==> config.mk <==
export PLATFORM = sky130hd
export DESIGN_NAME = mem_unit
export DESIGN_NICKNAME = d
export VERILOG_FILES = /design/src/rtl/riscv_pkg.sv /design/src/rtl/load_store_align.sv /design/src/rtl/mem_unit.sv
export SDC_FILE = /design/constraint.sdc
export NUM_CORES = 1
export LEC_CHECK = 0
export CORE_ASPECT_RATIO = 2
export CORE_MARGIN = 2
export CORE_UTILIZATION = 45
export DETAILED_ROUTE_END_ITERATION = 10
export GPL_ROUTABILITY_DRIVEN = 0
export PLACE_DENSITY_LB_ADDON = 0.3
export SYNTH_ARGS = -nofsm -noshare
export SYNTH_HDL_FRONTEND = slang
export SYNTH_SLANG_ARGS = --single-unit
==> constraint.sdc <==
create_clock -name clk -period 8.8 [get_ports clk]
set_input_delay 1.76 -clock clk [delete_from_list [all_inputs] [get_ports clk]]
set_output_delay 1.76 -clock clk [all_outputs]
set_load 0.01 [all_outputs]
==> src/rtl/riscv_pkg.sv <==
// Shared encodings for the memory-access path: RV32I load/store funct3 values,
// fault codes and the mem_unit state encoding.
package riscv_pkg;

    localparam logic [2:0] LB  = 3'b000;
    localparam logic [2:0] LH  = 3'b001;
    localparam logic [2:0] LW  = 3'b010;
    localparam logic [2:0] LBU = 3'b100;
    localparam logic [2:0] LHU = 3'b101;
    localparam logic [2:0] SB  = 3'b000;
    localparam logic [2:0] SH  = 3'b001;
    localparam logic [2:0] SW  = 3'b010;

    typedef enum logic [1:0] {
        FaultNone    = 2'b00,
        FaultAlign   = 2'b01,
        FaultTimeout = 2'b10
    } fault_e;

    typedef enum logic [1:0] {
        StIdle = 2'd0,
        StReq  = 2'd1,
        StDone = 2'd2
    } mem_state_e;

endpackage

==> src/rtl/load_store_align.sv <==
// Combinational byte-lane logic: store enables and replication, load lane
// extraction with sign/zero extension, and alignment/size legality.
module load_store_align
    import riscv_pkg::*;
(
    input  logic        i_fetch,
    input  logic        i_store,
    input  logic [2:0]  i_funct3,
    input  logic [1:0]  i_addr_lo,
    input  logic [31:0] i_wdata,
    input  logic [31:0] i_mem_rdata,
    output logic [3:0]  o_be,
    output logic [31:0] o_wdata,
    output logic [31:0] o_load_data,
    output logic        o_illegal
);

    logic [7:0]  w_byte;
    logic [15:0] w_half;

    assign w_byte = i_mem_rdata[{i_addr_lo, 3'b000} +: 8];
    assign w_half = i_mem_rdata[{i_addr_lo[1], 4'b0000} +: 16];

    always_comb begin
        o_be        = 4'b1111;
        o_wdata     = i_wdata;
        o_load_data = i_mem_rdata;
        o_illegal   = 1'b0;
        if (i_fetch) begin
            o_illegal = (i_addr_lo != 2'b00);
        end else if (i_store) begin
            case (i_funct3)
                SB: begin
                    o_be    = 4'b0001 << i_addr_lo;
                    o_wdata = {4{i_wdata[7:0]}};
                end
                SH: begin
                    o_be      = 4'b0011 << i_addr_lo;
                    o_wdata   = {2{i_wdata[15:0]}};
                    o_illegal = i_addr_lo[0];
                end
                SW:      o_illegal = (i_addr_lo != 2'b00);
                default: o_illegal = 1'b1;
            endcase
        end else begin
            case (i_funct3)
                LB:  o_load_data = {{24{w_byte[7]}}, w_byte};
                LBU: o_load_data = {24'h000000, w_byte};
                LH: begin
                    o_load_data = {{16{w_half[15]}}, w_half};
                    o_illegal   = i_addr_lo[0];
                end
                LHU: begin
                    o_load_data = {16'h0000, w_half};
                    o_illegal   = i_addr_lo[0];
                end
                LW:      o_illegal = (i_addr_lo != 2'b00);
                default: o_illegal = 1'b1;
            endcase
        end
    end

endmodule

==> src/rtl/mem_unit.sv <==
// Multicycle memory-access unit: fetches into ir, byte/half/word loads and
// stores over a variable-latency word bus, with alignment checks and a watchdog.
module mem_unit
    import riscv_pkg::*;
#(
    parameter int unsigned TIMEOUT = 255
) (
    input  logic        clk,
    input  logic        rst,
    input  logic        start,
    input  logic        addr_src,
    input  logic        we,
    input  logic        instr_we,
    input  logic [2:0]  funct3,
    input  logic [31:0] pc,
    input  logic [31:0] alu_result,
    input  logic [31:0] wdata,
    output logic [31:0] ir,
    output logic [31:0] old_pc,
    output logic [31:0] rdata,
    output logic        done,
    output logic        busy,
    output logic [1:0]  fault,
    output logic        mem_req,
    output logic        mem_we,
    output logic [31:0] mem_addr,
    output logic [3:0]  mem_be,
    output logic [31:0] mem_wdata,
    input  logic [31:0] mem_rdata,
    input  logic        mem_ack
);

    localparam logic [7:0] CntLast = 8'(TIMEOUT - 1);

    mem_state_e  r_state;
    logic        r_fetch;
    logic        r_store;
    logic        r_instr_we;
    logic [2:0]  r_funct3;
    logic [1:0]  r_addr_lo;
    logic [31:0] r_pc;
    logic [7:0]  r_cnt;

    logic        w_idle;
    logic [31:0] w_addr;
    logic        w_fetch;
    logic        w_store;
    logic [2:0]  w_funct3;
    logic [1:0]  w_addr_lo;
    logic [3:0]  w_be;
    logic [31:0] w_wdata;
    logic [31:0] w_load_data;
    logic        w_illegal;

    // One aligner serves both phases: live inputs in IDLE, latched access in REQ.
    assign w_idle    = (r_state == StIdle);
    assign w_addr    = addr_src ? alu_result : pc;
    assign w_fetch   = w_idle ? ~addr_src : r_fetch;
    assign w_store   = w_idle ? (addr_src & we) : r_store;
    assign w_funct3  = w_idle ? funct3 : r_funct3;
    assign w_addr_lo = w_idle ? w_addr[1:0] : r_addr_lo;

    load_store_align u_align (
        .i_fetch     (w_fetch),
        .i_store     (w_store),
        .i_funct3    (w_funct3),
        .i_addr_lo   (w_addr_lo),
        .i_wdata     (wdata),
        .i_mem_rdata (mem_rdata),
        .o_be        (w_be),
        .o_wdata     (w_wdata),
        .o_load_data (w_load_data),
        .o_illegal   (w_illegal)
    );

    always_ff @(posedge clk or posedge rst) begin
        if (rst) begin
            r_state    <= StIdle;
            r_fetch    <= 1'b0;
            r_store    <= 1'b0;
            r_instr_we <= 1'b0;
            r_funct3   <= 3'b000;
            r_addr_lo  <= 2'b00;
            r_pc       <= 32'h0;
            r_cnt      <= 8'h00;
            ir         <= 32'h0;
            old_pc     <= 32'h0;
            rdata      <= 32'h0;
            done       <= 1'b0;
            busy       <= 1'b0;
            fault      <= FaultNone;
            mem_req    <= 1'b0;
            mem_we     <= 1'b0;
            mem_addr   <= 32'h0;
            mem_be     <= 4'b0000;
            mem_wdata  <= 32'h0;
        end else begin
            case (r_state)
                StIdle: begin
                    if (start) begin
                        r_fetch    <= ~addr_src;
                        r_store    <= addr_src & we;
                        r_instr_we <= instr_we;
                        r_funct3   <= funct3;
                        r_addr_lo  <= w_addr[1:0];
                        r_pc       <= pc;
                        r_cnt      <= 8'h00;
                        busy       <= 1'b1;
                        if (w_illegal) begin
                            r_state <= StDone;
                            done    <= 1'b1;
                            fault   <= FaultAlign;
                        end else begin
                            r_state   <= StReq;
                            mem_req   <= 1'b1;
                            mem_we    <= addr_src & we;
                            mem_addr  <= {w_addr[31:2], 2'b00};
                            mem_be    <= w_be;
                            mem_wdata <= w_wdata;
                        end
                    end
                end
                StReq: begin
                    if (mem_ack) begin
                        r_state <= StDone;
                        done    <= 1'b1;
                        fault   <= FaultNone;
                        mem_req <= 1'b0;
                        mem_we  <= 1'b0;
                        if (!r_fetch && !r_store) begin
                            rdata <= w_load_data;
                        end
                        if (r_fetch && r_instr_we) begin
                            ir     <= mem_rdata;
                            old_pc <= r_pc;
                        end
                    end else if (r_cnt == CntLast) begin
                        r_state <= StDone;
                        done    <= 1'b1;
                        fault   <= FaultTimeout;
                        mem_req <= 1'b0;
                        mem_we  <= 1'b0;
                    end else begin
                        r_cnt <= r_cnt + 8'd1;
                    end
                end
                StDone: begin
                    r_state <= StIdle;
                    done    <= 1'b0;
                    busy    <= 1'b0;
                    fault   <= FaultNone;
                end
                default: r_state <= StIdle;
            endcase
        end
    end

endmodule

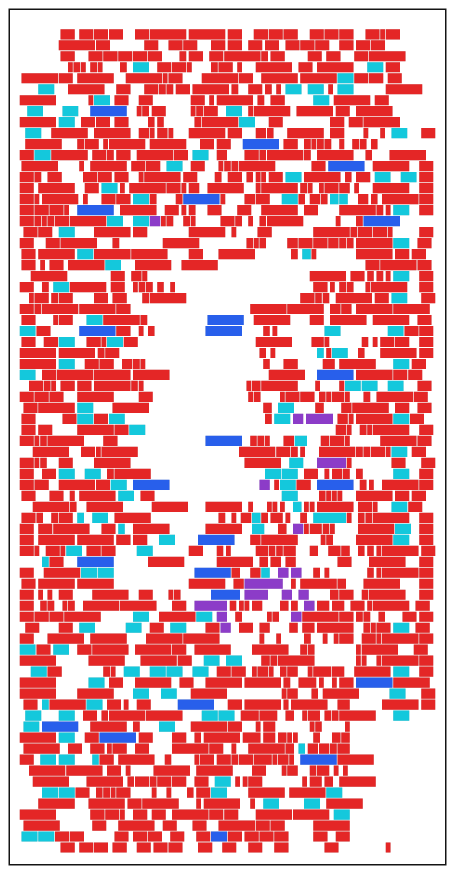
*Sizing map*
legend:
  red:
    size: drive 1 or less
    cells: 970
  cyan:
    size: drive 2
    cells: 132
  blue:
    size: drive 6 and up
    cells: 23
  purple:
    size: drive 3 to 4
    cells: 17
Design Area, Final: 13540 um2
Worst Setup Slack, final: 3575 ps

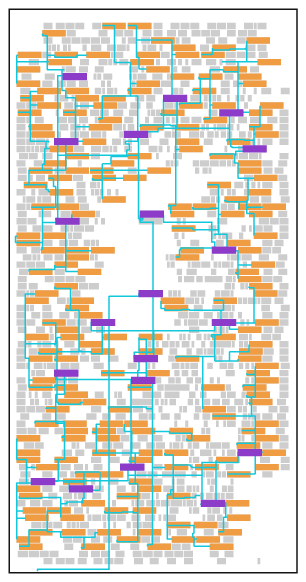
*Routed clock nets over the placement*
legend:
  purple:
    item: cells driving clock nets
    count: 20
  cyan:
    item: clock wires
    length: 2770 um
  orange:
    item: flip-flops
    count: 218
routed clock nets: 21
flops lie: widely spread
skew final: 8.919 ps
Clk. pwr: 814 uW
Clock Latency Late Sink: 490 ps

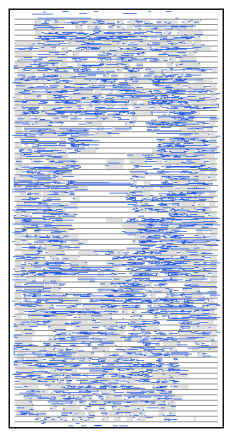
*Signal wires on met1*
Supply wires on this layer in grey.
share of all routed wire: 35%
nets with wire on the layer: 1116
main direction: horizontal
longest straight run: 48.5 um
wire length on this layer: 9770 um
GR Util met1: 0.2641
vias post-DR: 7656
WL final: 27.62 mm

==> flow_summary.ini <==
; synthesis and place-and-route metrics
[run_status]
status = finished, final reports clean

[yosys]
ys_async_sr_fraction = 1.000
post_synth.cell_area_avg_um2 = 11.48
synth_seq_share = 0.5638
ys.flops = 218
ys_cells = 843
synth-edff-count = 0
ys_warn_count = 0
ff_type = dfrtp_1
synthCells = 843

[worst_setup_path]
setup.worst_path.start = addr_src
start_kind = input pin
r2r_slack_ps = 4680
critical-path-top-delay-family = AND-OR/OR-AND gates
critPathMaxFanout = 104
worstPathCellList = buf_2 -> buf_4 -> mux2i_4 -> a21o_1 -> a22oi_1 -> a311oi_4 -> buf_12 -> mux2_2
crit_arrival_ps = 5600
r2r-start = r_state[0]$_DFFE_PP0P_
r2r_cells = 9
worstReg2RegEnd = mem_wdata[0]$_DFFE_PP0P_
cp_num_buf_inv = 3
crit_path_max_incr_delay_ps = 940

[finish]
fin_cells = 1412
fin_nets = 1274
comb_area_um2 = 3979
area_growth_pct = 39.97
fillCellCount = 1691

[final_timing]
setup_violations = 0
period_used_share = 0.5937
max_slew_margin = 0.2985
setup_tns_ps = 0
tightest_slew_ps = 1052
min_period_ps = 5225
fmax_mhz = 191.4
maxSlewViolCount = 0
hold_violations = 0

[placement]
port_buffers = 305
place_inst = 1377

[pwr]
pwr-share-comb = 0.464
p_leak_uw = 0.005840
vdd_ir_drop_max_v = 0.0002629
pwr-share-clk = 0.173
intPower_uw = 3052
p_sw_uw = 1663
pwr-share-seq = 0.363

[clock_tree]
cts_root_buffer = clkbuf_16
cts_setup_buffers = 0
clk_pin_slew_ps = 70

[die]
die_h_um = 211.4
io_pins = 308
die_x_um = 107.7
fp_util = 0.4603
die-area_um2 = 22760

[drt]
dr.first_iter.drc_count = 299
ant_nets = 0

[grt]
grt-ovfl-total = 0
grt_pass1_vias = 8077
antenna_found_initial = 1
track_usage = 0.2419

[hold_path]
hold-path-endpoint = r_addr_lo[0]$_DFFE_PP0P_
hold_path.class = flip-flop to flip-flop
min_path_cells = 2

[run]
maxCapViolations = 0
log.warning_count = 34
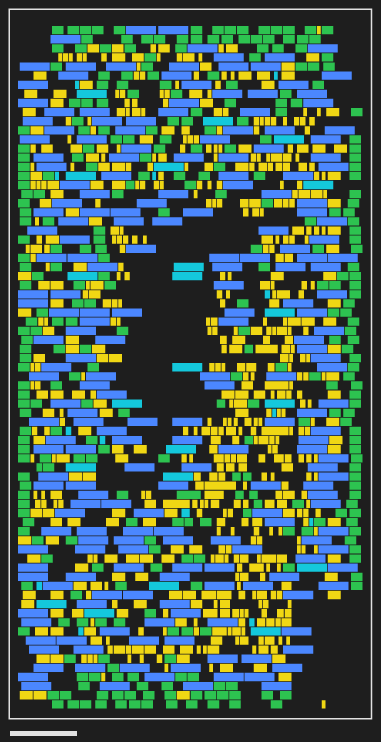
*Cells coloured by class*
Bar = 20 um.
legend:
  blue:
    class: flops
    cells: 218
    share_of_their_area: 41%
  yellow:
    class: all other logic
    cells: 573
    share_of_their_area: 30%
  cyan:
    class: clock drivers and dummy loads
    cells: 34
    share_of_their_area: 4.4%
  green:
    class: other buffers and delay cells
    cells: 317
    share_of_their_area: 24%
Post-Route Utilization: 0.6443
Core Rows: 75
Seq/total area: 0.4028
core area: 21020 um2

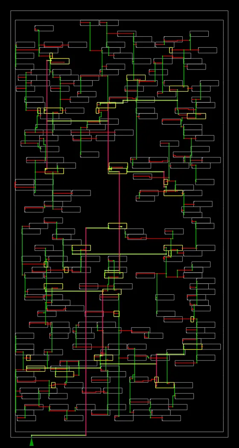
*Clock nets*
total CTS buffers: 20
# clk buffers: 27
Sink Count: 218

[Yosys cell counts, types with 7 or more instances]
master	number	share of area
a22oi_1	11	0.0085
nor3_1	43	0.022
nand2_1	27	0.010
inv_1	7	0.0027
clkbuf_1	36	0.014
o21ai_0	14	0.0072
nor2_1	124	0.048
buf_2	11	0.0057
nand3_1	10	0.0052
a21oi_1	82	0.042
dfrtp_1	218	0.56
mux2_2	112	0.13
mux2i_1	54	0.056
[cell families (layout without fill, tap and decap cells)]
group | count (synthesis) | after routing | share of synthesized area
adders and majority gates | 6 | 6 | 0.007759
other | 1 | 3 | 0.0003876
DFF | 218 | 218 | 0.5638
AOI/OAI and AO/OA | 153 | 153 | 0.09919
muxes | 168 | 168 | 0.1909
and+or+nand+nor | 231 | 231 | 0.1051
buffers and inverters | 60 | 358 | 0.02741
xor gates and xnor gates | 6 | 6 | 0.005431
[cells in the final DEF (no fill, tap or decap), types with 10 or more instances in the layout]
master,n
nor3_1,43
mux2i_1,54
dfrtp_1,218
clkdlybuf4s50_1,304
nor2_1,123
buf_4,11
a22oi_1,11
nand2_1,26
o21ai_0,13
nand3_1,10
a21oi_1,82
clkbuf_16,21
mux2_2,112
[layout make-up]
type                    instances  area share
diodes                          1   0.0001848
repair buffers                317      0.2326
clock inverters                 7    0.002772
well taps                     269     0.02485
clock buffers                  27     0.04047
inverters                       7    0.002494
flip-flops and latches        218      0.4028
multi-input cells             566      0.2938
[state kept, by name (all words and copies together) (netlist names), 2 cells and up]
name / flops
mem_addr: 30
r_funct3: 3
mem_be: 4
r_addr_lo: 2
mem_wdata: 32
rdata: 32
r_cnt: 8
r_state: 2
old_pc: 32
ir: 32
r_pc: 32
fault: 2
[per-stage QoR]
stage                     hold WS, ps  worst slack (ps)  total power [uW]  utilization
after floorplan                 450.5              1076              2807            -
after detailed placement        475.5              3124              3930       0.6163
after global placement          463.9              3161              3858       0.6163
after CTS                       492.9              3600              4757       0.6442
final                           486.8              3575              4715       0.6443
after global routing            512.9              3385              4996       0.6443
[worst min-delay path: stages, from the launching register on]
cell and delay, ps:
dfrtp_1 350, nand2_1 50, o21ai_0 60
[metal layers]
layer / track usage / share of wire / vias up
met2: 0.4520 / 0.55 / 264
li1: - / - / 3556
met3: 0.04433 / 0.055 / 55
met5: 0 / 0 / -
met4: 0.09593 / 0.038 / 0
met1: 0.2641 / 0.35 / 3781
[power groups by stage]
stage / Combinational (uW) / Clock, uW / Sequential, uW
floorplan: 949 / 0 / 1860
global placement: 2150 / 0 / 1710
detailed placement: 2200 / 0 / 1730
CTS: 2210 / 832 / 1720
global route: 2360 / 868 / 1770
finish: 2190 / 814 / 1710
Power figures rest on the tool's default switching activity, not on a simulated workload.
